==> src/rtl/ram8_fifo_pkg.sv <==
// Shared constants for the RAM8-backed FIFO controller.
package ram8_fifo_pkg;

  localparam int WORD_W     = 16;
  localparam int RAM_ADDR_W = 3;
  localparam int RAM_DEPTH  = 2 ** RAM_ADDR_W;
  localparam int LEVEL_W    = 4;

  // Occupancy encoding of the RAM portion: DEPTH words fits in LEVEL_W bits,
  // and DEPTH + head register (9) still fits.
  function automatic logic [LEVEL_W-1:0] depth_count();
    return LEVEL_W'(RAM_DEPTH);
  endfunction

endpackage

==> src/rtl/ram8_fifo_ptr.sv <==
// Wrapping RAM8 address pointer: increments modulo 2**ADDR_W, synchronous clear
// has priority over increment, asynchronous active-low reset to zero.
module ram8_fifo_ptr
  import ram8_fifo_pkg::*;
#(
  parameter int ADDR_W = RAM_ADDR_W
) (
  input  logic              clk,
  input  logic              rst_n,
  input  logic              clr_i,
  input  logic              inc_i,
  output logic [ADDR_W-1:0] ptr_o
);

  logic [ADDR_W-1:0] ptr_q;
  logic [ADDR_W-1:0] ptr_d;

  // Next pointer: clear wins, otherwise natural binary wrap 7 -> 0.
  always_comb begin
    ptr_d = ptr_q;
    if (clr_i) begin
      ptr_d = '0;
    end else if (inc_i) begin
      ptr_d = ptr_q + 1'b1;
    end
  end

  // Pointer register.
  always_ff @(posedge clk or negedge rst_n) begin
    if (!rst_n) begin
      ptr_q <= '0;
    end else begin
      ptr_q <= ptr_d;
    end
  end

  assign ptr_o = ptr_q;

endmodule

==> src/rtl/ram8_fifo_ctrl.sv <==
// FIFO controller driving an external single-port RAM8 (8 x 16) plus a
// registered head stage, giving an 8+1 deep valid/ready FIFO.
//
// Handshake: a word moves on a port in every cycle where its valid and ready
// are both high at the rising edge; valid never waits for ready, and pop_data
// holds steady while pop_valid is high and pop_ready is low.
//
// The RAM has one port, so a head refill (read) blocks a push that cycle.
// Optional build macro RAM8_FIFO_BYPASS_EN: a push into a completely empty
// FIFO with a free head register goes straight to pop_data (1-cycle latency).
module ram8_fifo_ctrl
  import ram8_fifo_pkg::*;
#(
  parameter int WIDTH  = WORD_W,
  parameter int ADDR_W = RAM_ADDR_W
) (
  input  logic               clk,
  input  logic               rst_n,
  input  logic               flush,
  input  logic               push_valid,
  output logic               push_ready,
  input  logic [WIDTH-1:0]   push_data,
  output logic               pop_valid,
  input  logic               pop_ready,
  output logic [WIDTH-1:0]   pop_data,
  output logic [WIDTH-1:0]   ram_in,
  output logic               ram_load,
  output logic [ADDR_W-1:0]  ram_address,
  input  logic [WIDTH-1:0]   ram_out,
  output logic [LEVEL_W-1:0] level,
  output logic               full
);

  localparam logic [LEVEL_W-1:0] DEPTH_CNT = depth_count();

  logic [ADDR_W-1:0]  wr_ptr;
  logic [ADDR_W-1:0]  rd_ptr;
  logic [LEVEL_W-1:0] count_q;
  logic [LEVEL_W-1:0] count_d;
  logic               out_valid_q;
  logic               out_valid_d;
  logic [WIDTH-1:0]   pop_data_q;
  logic [WIDTH-1:0]   pop_data_d;

  logic pop_fire;
  logic out_free;
  logic ram_empty;
  logic do_read;
  logic do_write;
  logic bypass;

  // Per-cycle operation decode: read refill has priority over a push.
  always_comb begin
    pop_fire  = out_valid_q & pop_ready;
    out_free  = !out_valid_q | pop_fire;
    ram_empty = (count_q == '0);
    do_read   = out_free & !ram_empty & !flush;
`ifdef RAM8_FIFO_BYPASS_EN
    bypass    = rst_n & ram_empty & out_free & push_valid & !flush;
`else
    bypass    = 1'b0;
`endif
    push_ready = (rst_n & !flush & (count_q != DEPTH_CNT) & !do_read) | bypass;
    do_write   = push_valid & push_ready & !bypass;
  end

  // RAM8 drive: the single address serves the read when one is pending.
  always_comb begin
    ram_address = do_read ? rd_ptr : wr_ptr;
    ram_load    = do_write;
    ram_in      = push_data;
  end

  // Head register and occupancy next-state; flush empties everything.
  always_comb begin
    count_d     = count_q;
    out_valid_d = out_valid_q;
    pop_data_d  = pop_data_q;
    if (flush) begin
      count_d     = '0;
      out_valid_d = 1'b0;
    end else begin
      if (do_read) begin
        pop_data_d  = ram_out;
        out_valid_d = 1'b1;
      end else if (bypass) begin
        pop_data_d  = push_data;
        out_valid_d = 1'b1;
      end else if (pop_fire) begin
        out_valid_d = 1'b0;
      end
      if (do_read) begin
        count_d = count_q - 1'b1;
      end else if (do_write) begin
        count_d = count_q + 1'b1;
      end
    end
  end

  // State registers.
  always_ff @(posedge clk or negedge rst_n) begin
    if (!rst_n) begin
      count_q     <= '0;
      out_valid_q <= 1'b0;
      pop_data_q  <= '0;
    end else begin
      count_q     <= count_d;
      out_valid_q <= out_valid_d;
      pop_data_q  <= pop_data_d;
    end
  end

  ram8_fifo_ptr #(.ADDR_W(ADDR_W)) u_wr_ptr (
    .clk   (clk),
    .rst_n (rst_n),
    .clr_i (flush),
    .inc_i (do_write),
    .ptr_o (wr_ptr)
  );

  ram8_fifo_ptr #(.ADDR_W(ADDR_W)) u_rd_ptr (
    .clk   (clk),
    .rst_n (rst_n),
    .clr_i (flush),
    .inc_i (do_read),
    .ptr_o (rd_ptr)
  );

  assign pop_valid = out_valid_q;
  assign pop_data  = pop_data_q;
  assign level     = count_q + LEVEL_W'(out_valid_q);
  assign full      = (count_q == DEPTH_CNT);

endmodule

==> config.mk <==
export PLATFORM = sky130hd
export DESIGN_NAME = ram8_fifo_ctrl
export DESIGN_NICKNAME = d
export VERILOG_FILES = /design/src/rtl/ram8_fifo_pkg.sv /design/src/rtl/ram8_fifo_ptr.sv /design/src/rtl/ram8_fifo_ctrl.sv
export SDC_FILE = /design/constraint.sdc
export NUM_CORES = 1
export LEC_CHECK = 0
export ABC_AREA = 0
export CAP_MARGIN = 20
export CORE_MARGIN = 2
export CORE_UTILIZATION = 41
export DETAILED_ROUTE_END_ITERATION = 8
export PLACE_DENSITY = 0.85
export REMOVE_ABC_BUFFERS = 1
export SYNTH_ARGS = -nofsm -noshare
export SYNTH_HDL_FRONTEND = slang
export SYNTH_SLANG_ARGS = --single-unit
==> constraint.sdc <==
create_clock -name clk -period 5.4 [get_ports clk]
set_input_delay 1.08 -clock clk [delete_from_list [all_inputs] [get_ports clk]]
set_output_delay 1.08 -clock clk [all_outputs]
set_load 0.05 [all_outputs]
==> impl_metrics.csv <==
group,metric,value,unit
status,status,"finished, final reports clean",
worst_hold_path,min_to,"pop_data[13]$_DFFE_PN0P_",
floorplan,initial_core_util,0.430,
clock_tree,cts.sinks,27,
global_route,overflow,0,
setup_path,rr_startpoint,"count_q[0]$_DFFE_PN0P_",
drt,via_count,1033,
worst_hold_path,min_path_cells,1,
drt,first_iter_violations,6,
setup_path,ff2ff_path_depth,8,
synthesis,most_common_cell,"dfrtp_1",
synthesis,ys.flops,27,
floorplan,dieArea,4020,sq um
synthesis,top_cells_by_count,"dfrtp_1, mux2_2, buf_4",
setup_path,cp.arrival,3460,ps
drt,wl_met2,1.48,mm
sta,setup_viol_count_final,0,
setup_path,crit-reg2reg-capture,"count_q[3]$_DFFE_PN0P_",
setup_path,worstPathRequired,4320,ps
sta,finalHoldViolations,0,
clock_tree,cts_root_buf,"clkbuf_4",
synthesis,largest_area_cell,"dfrtp_1",
placed_design,numPortBuffers,47,
floorplan,die_w,63.4,microns
synthesis,xor_share,0.0424,
clock_tree,ctsResizeCount,0,
drt,drc,0,
global_route,grt_pass1_vias,1124,
global_route,track_usage,0.178,
power_and_ir_drop,ir_worst_vdd,0.000356,V
==> sequential cells by signal (all words and copies together), names as in the netlist <==
signal	cells
pop_data	16
count_q	4
pop_valid	1
u_rd_ptr.ptr_o	3
u_wr_ptr.ptr_o	3
==> cell usage in the layout, fill, tap and decap left out, types with 2 or more instances in the layout <==
cell type and instances:
clkdlybuf4s50_1 47, dfrtp_1 27, mux2_2 19, nor2_1 10
ha_1 6, xnor2_1 5, nor2b_1 3, nand3_1 3
a21oi_1 3, mux2i_1 3, clkbuf_4 3, buf_4 3
xor2_1 2, nand2_1 2
==> report_power, final <==
part / switching (mW) / internal, mW
registers: 0.0680 / 0.286
logic: 0.499 / 0.313
clock network: 0.0518 / 0.0288
total: 0.618 / 0.628
==> how the worst max path moves through the flow <==
stage	from	endpoint	cells after the start
after global routing	flush	ram_address[1]	5
after detailed placement	flush	ram_address[1]	5
after CTS	flush	ram_address[1]	5
after floorplan	pop_ready	ram_address[0]	3
final	flush	ram_address[1]	5
after global placement	flush	ram_address[2]	5
==> per-layer routing <==
metal	track usage	vias to the layer above
li1	-	470
met1	0.214	485
met2	0.267	72
met3	0.104	6
met4	0.0489	0
met5	0.0417	-
==> worst max-delay path, cell delays in order <==
cell and delay (ps):
clkdlybuf4s50_1 680, nor3_2 280, buf_4 310, mux2_2 380, clkdlybuf4s50_1 720
==> through the flow <==
stage	setup WS, ps	cell area, sq um	hold slack [ps]	std cells	power (mW)
2_1_floorplan	1070	1310	499	99	0.911
3_3_place_gp	953	1870	490	195	1.15
3_5_place_dp	865	1870	496	195	1.17
4_1_cts	857	1900	525	199	1.26
5_1_grt	738	1900	547	199	1.32
6_report	862	1900	520	199	1.25
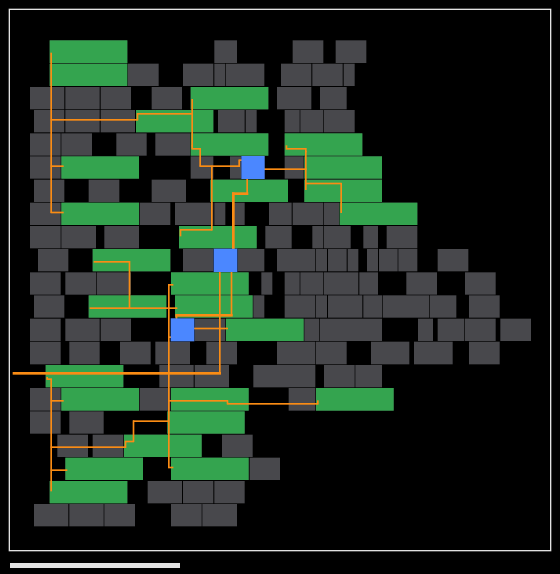
Figure 1: routed clock nets over the placement.
The bar under the picture is 20 microns long.
[clock wires] orange | length: 252 microns
[flip-flops] green | count: 27
[clock drivers] blue | count: 3
routed clock nets: 4
Setup Skew: 1.47 ps
clock share of power: 0.065
Latency at later pin: 310 ps

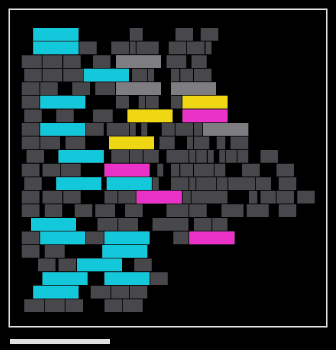
Figure 2: where the registers sit.
The bar under the picture is 20 microns long. Other sequential cells in the stronger gray, the rest of the logic in the fainter gray.
[u_rd_ptr.ptr_o] yellow | flops: 3
[count_q] magenta | flops: 4 | where: middle
[pop_data] cyan | flops: 16
not colored: 4

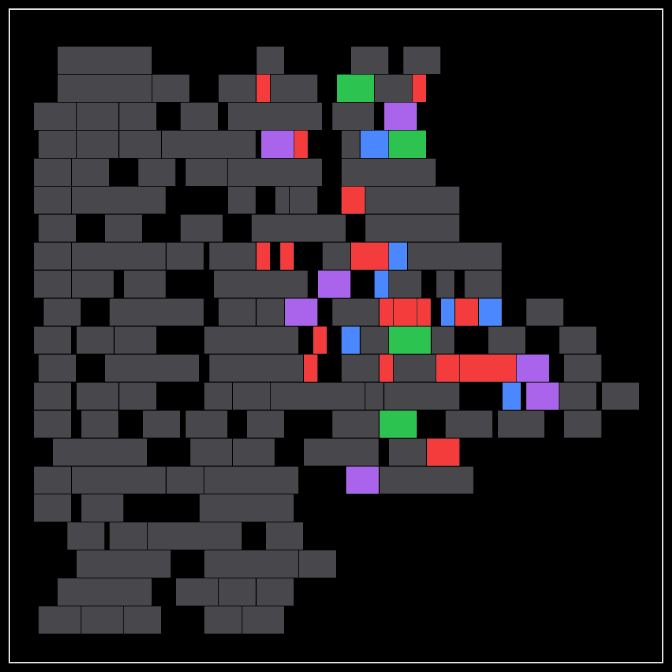
Figure 3: gate-type map.
[XOR/XNOR gates] purple | cells: 7 | most used: xnor2_1
[AND-OR and OR-AND gates] green | cells: 4
[NOR gates] red | cells: 17 | most used: nor2_1 | where: middle
[NAND gates] blue | cells: 7 | most used: nand3_1 | where: middle
multi-input gate share of the layout cell area: 0.339
Commonest Layout Cell: clkdlybuf4s50_1
Non-Filler Instances: 199

Power and IR drop assume default switching activity.
